Figure 1. Register map, names as in the netlist.
Other sequential cells in the stronger gray, the rest of the logic in the fainter gray.
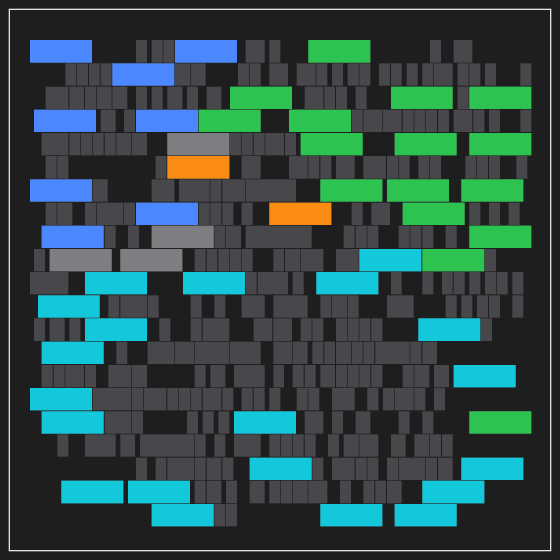
Figure 2. Placed cells, one color a class.
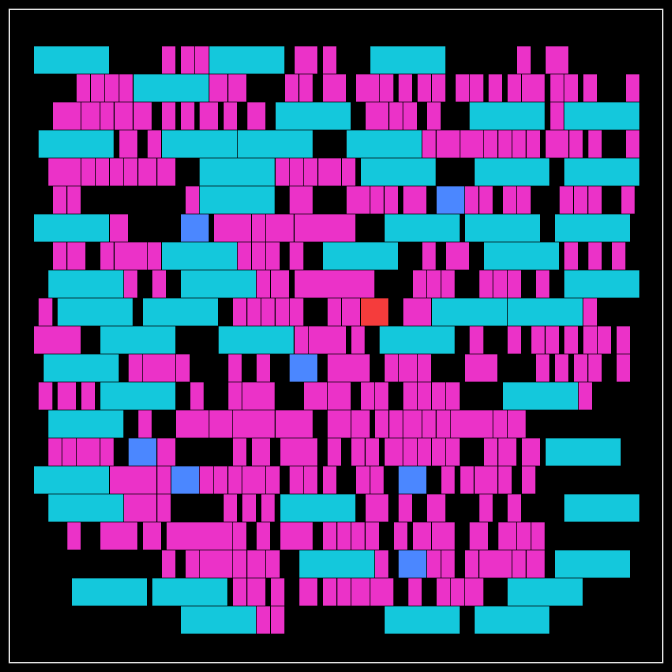
Figure 3. Clock wiring as the flow saved it.
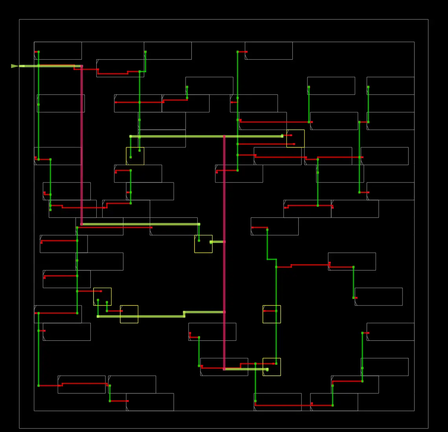
Figure 4. Clock wires, drivers and flops.
The bar under the picture is 20 µm long.
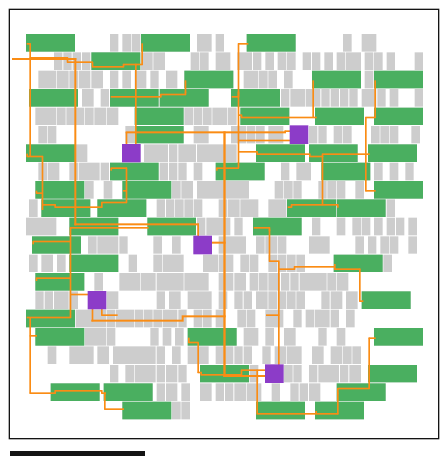
Figure 5. Logic cells by family.
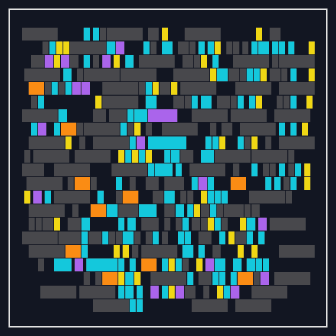
$ cat src/rtl/instr_issue_unit.sv
// Push-button instruction issue stage: synchronises and debounces CENTER, captures SW on
// each clean press and offers it to the core over a valid/ready handshake.
module instr_issue_unit #(
   parameter int DEBOUNCE_CYCLES = 1000000,
   parameter int CNT_W           = 20
) (
   input  logic        CLK100MHZ,
   input  logic        RESET,
   input  logic        CENTER,
   input  logic [15:0] SW,
   input  logic        INSTR_READY,
   output logic [15:0] INSTR,
   output logic        INSTR_VALID,
   output logic        BUSY,
   output logic [7:0]  ISSUE_COUNT
);

   typedef enum logic [1:0] {
      IDLE    = 2'd0,
      ISSUE   = 2'd1,
      RELEASE = 2'd2
   } state_t;

   localparam logic [CNT_W-1:0] CNT_LAST = CNT_W'(DEBOUNCE_CYCLES - 1);

   logic             btn_meta_p0;
   logic             btn_sync_p1;
   logic             btn_stable;
   logic [CNT_W-1:0] cnt;
   logic             accept;
   logic             press;

   state_t           state_q, state_d;
   logic [15:0]      instr_q, instr_d;
   logic             valid_q, valid_d;
   logic [7:0]       count_q, count_d;

   // Stage p0 -> p1: two-flop synchroniser on the raw button, nothing ahead of it
   always_ff @(posedge CLK100MHZ) begin
      if (RESET) begin
         btn_meta_p0 <= 1'b0;
         btn_sync_p1 <= 1'b0;
      end else begin
         btn_meta_p0 <= CENTER;
         btn_sync_p1 <= btn_meta_p0;
      end
   end

   // A level change is accepted only after it has persisted for DEBOUNCE_CYCLES cycles.
   // press fires on the very edge where btn_stable goes 0 -> 1, so capture lines up with it.
   assign accept = (btn_sync_p1 != btn_stable) && (cnt == CNT_LAST);
   assign press  = accept && btn_sync_p1;

   always_ff @(posedge CLK100MHZ) begin
      if (RESET) begin
         btn_stable <= 1'b0;
         cnt        <= '0;
      end else if (btn_sync_p1 == btn_stable) begin
         cnt <= '0;
      end else if (accept) begin
         btn_stable <= btn_sync_p1;
         cnt        <= '0;
      end else begin
         cnt <= cnt + CNT_W'(1);
      end
   end

   always_comb begin
      state_d = state_q;
      instr_d = instr_q;
      valid_d = valid_q;
      count_d = count_q;
      case (state_q)
         IDLE: begin
            if (press) begin
               instr_d = SW;
               valid_d = 1'b1;
               state_d = ISSUE;
            end
         end
         ISSUE: begin
            if (INSTR_READY) begin
               valid_d = 1'b0;
               count_d = count_q + 8'd1;
               state_d = btn_stable ? RELEASE : IDLE;
            end
         end
         RELEASE: begin
            if (!btn_stable) state_d = IDLE;
         end
         default: state_d = IDLE;
      endcase
   end

   always_ff @(posedge CLK100MHZ) begin
      if (RESET) begin
         state_q <= IDLE;
         instr_q <= '0;
         valid_q <= 1'b0;
         count_q <= '0;
      end else begin
         state_q <= state_d;
         instr_q <= instr_d;
         valid_q <= valid_d;
         count_q <= count_d;
      end
   end

   assign INSTR       = instr_q;
   assign INSTR_VALID = valid_q;
   assign ISSUE_COUNT = count_q;
   assign BUSY        = (state_q != IDLE);

endmodule

$ cat config.mk
export PLATFORM = sky130hd
export DESIGN_NAME = instr_issue_unit
export DESIGN_NICKNAME = d
export VERILOG_FILES = /design/src/rtl/instr_issue_unit.sv
export SDC_FILE = /design/constraint.sdc
export NUM_CORES = 1
export LEC_CHECK = 0
export ABC_AREA = 1
export CORE_MARGIN = 2
export CORE_UTILIZATION = 67
export CTS_CLUSTER_DIAMETER = 40
export CTS_CLUSTER_SIZE = 40
export DETAILED_ROUTE_END_ITERATION = 6
export DONT_BUFFER_PORTS = 1
export HOLD_SLACK_MARGIN = 0.06
export PLACE_DENSITY = 0.83
export SYNTH_ARGS = -nofsm -noshare
export SYNTH_HDL_FRONTEND = slang
export SYNTH_SLANG_ARGS = --single-unit
$ cat constraint.sdc
create_clock -name CLK100MHZ -period 2.93 [get_ports CLK100MHZ]
set_input_delay 0.4395 -clock CLK100MHZ [delete_from_list [all_inputs] [get_ports CLK100MHZ]]
set_output_delay 0.4395 -clock CLK100MHZ [all_outputs]
set_load 0.01 [all_outputs]
==> results.txt <==
yosys + openroad results -> Tightest Pin Transition=0.613 ns, MI comb cells=231, Yosys warning count=0, ys cells=332, Pwr top=registers, origin of the worst min-delay path=RESET, initial cell density of the core=70.1%, worst-path maximum fanout=15, CP Class=reg -> reg, Switch Pwr=223 µW, Largest cells by area=dfxtp_1 42%, nand2_1 13%, nor2_1 10%, inv_1 6.5%, nor2_2 3.4%, Post-Synth XOR/XNOR Area=3.71%, largest net degree at the start of global routing=22, FMAX=524 MHz, Fin Setup TNS=0 ns, M1 WL=1990 µm, Largest type area fraction=42.4%, Clk network pwr share=30.3%, final slew viol count=0, Vert. Die Dim=63.3 µm, vias in the first global route=1788, RSZ-0062 raised after global routing=false, Worst Hold Path EP=state_q[0]$_SDFFE_PP0P_, period utilization=65.2%, Top Metal Used=met4, final hold vios=0, P_seq=683 µW, CP max-delay cell=dfxtp_1, Comb power frac=1.1%, flip-flops=50, Routed Antenna Nets=0, DRT Pass-1 Iters=5, clock sinks=50, Final Power=996 µW, worst r2r src=cnt[0]$_SDFF_PP0_, R2R cell count=8, critical path required time=3.21 ns, number of port buffers=0, most instantiated logic cell after routing=nand2_1, Max Cap Viol=0, critical path's top delay family=simple AND/OR/NAND/NOR gates, switching share of power=22.4%, Top Layout Cells=83 x nand2_1, 63 x nor2_1, 50 x dfxtp_1, vias per cell=4.98, drc violations=0, final setup vio count=0, CTS Hold Bufs=0, Synth Cell Area=0.00236 mm², Yosys Chip Area=0.00236 mm², top cell category=combinational gates, share of layout cells above drive strength 1=12.3%, Slew HR=59.1%, GPL Wtd Cong=0.891, Clk pin slew, worst setup/hold paths=0.14 ns, Met3 Wirelength=302 µm, Worst VDD drop=0.300 mV, Critical Path AT=2.19 ns, via count=1887, hold crit path type=in -> reg, worst-path cell chain=ha_1, nand3_4, nor2_4, nand3_2, nor2_2, nand3_2, nor2_1, nor2_1, R2R Setup Slk=1.02 ns, Setup crit start=cnt[0]$_SDFF_PP0_, ClkCell Share=2.16%, Flop pwr share=68.6%, Avg Inst Size Synth=7.10 µm², total I/O pin count=46, CTS-repair resized insts=0, Worst setup endpoint=INSTR[2]$_SDFFE_PP0P_, run status=complete, no violations, CTS tree=yes, met1 Track Usage GR=30.9%, # Taps=46, minimum clock period=1.91 ns, Pleak=0.916 nW, R2R Path End=INSTR[2]$_SDFFE_PP0P_, PD cells=410 mW/mm², Synth Area in Adders=1.06%, chip area=0.00401 mm², ys async rst share=0%, crit path buf inv count=0, max incr delay on CP=0.40 ns, largest area contributor in the netlist=dfxtp_1, Synthesized registers=50, first-pass GRT wire length=7680 µm, Crit. End Element=flop, GRT overflow=0, Post-CTS Setup Repair Bufs=0, number of enable flip-flop cells=0, initial DRC count=126, Logic power comb=10.9 µW
-- Figure 1 (at the start) --
state_q: drawn in orange, placed flops 2. ISSUE_COUNT: drawn in blue, placed flops 8, where north-west. cnt: drawn in cyan, placed flops 20. INSTR: drawn in green, placed flops 16.
Another 4 sequential cells are not colored.
sequential cell area share: 41.2%
post-layout util: 72.3%
register area: 0.00100 mm²

-- Figure 2 (at the start) --
flops: drawn in cyan, cells 50, share of their area 42%. other buffers and delay cells: drawn in red, cells 1, share of their area 0.32%. combinational and other logic: drawn in magenta, cells 275, share of their area 55%. clock drivers and dummy loads: drawn in blue, cells 7, share of their area 2.2%.
Core Area: 0.00336 mm²
row count: 21
Final Instance Area: 0.00243 mm²

-- Figure 3 (at the start) --
Num CTS Buffers: 5
clk pwr: 302 µW
# clk buffers: 5
worst-skew pair later-pin latency: 0.37 ns

-- Figure 4 (at the start) --
clock drivers: drawn in purple, count 5. clock wires: drawn in orange, length 532 µm. flip-flops: drawn in green, count 50.
Position of the flops: all over the die. There are 6 routed clock nets.

-- Figure 5 (at the start) --
XOR/XNOR gates: drawn in orange, cells 10, most used xor2_1. inverting AOI/OAI gates: drawn in purple, cells 18, most used a21oi_1, where all over the die. NAND gates: drawn in cyan, cells 113, most used nand2_1. inverters: drawn in yellow, cells 44, most used inv_1, where all over the die.

==> registers in the layout, summed over array words and instances (netlist names) <==
name         cells
cnt             20
btn_stable       1
INSTR           16
ISSUE_COUNT      8
btn_sync_p1      1
btn_meta_p0      1
INSTR_VALID      1
state_q          2
==> through the flow <==
step / hold slack, ns / instances / util [%] / worst slack, ns / cell area, µm²
final: 0.102 / 379 / 72.3 / 1.02 / 2430
after global routing: 0.0654 / 379 / 72.3 / 0.858 / 2430
after CTS: 0.0933 / 379 / 72.3 / 1.01 / 2430
after detailed placement: 0.396 / 372 / 70.7 / 1.02 / 2380
after global placement: 0.390 / 372 / 70.7 / 1.12 / 2380
after floorplan: 0.388 / 332 / - / 1.36 / 2360
Power is estimated from default activity; no workload was simulated.
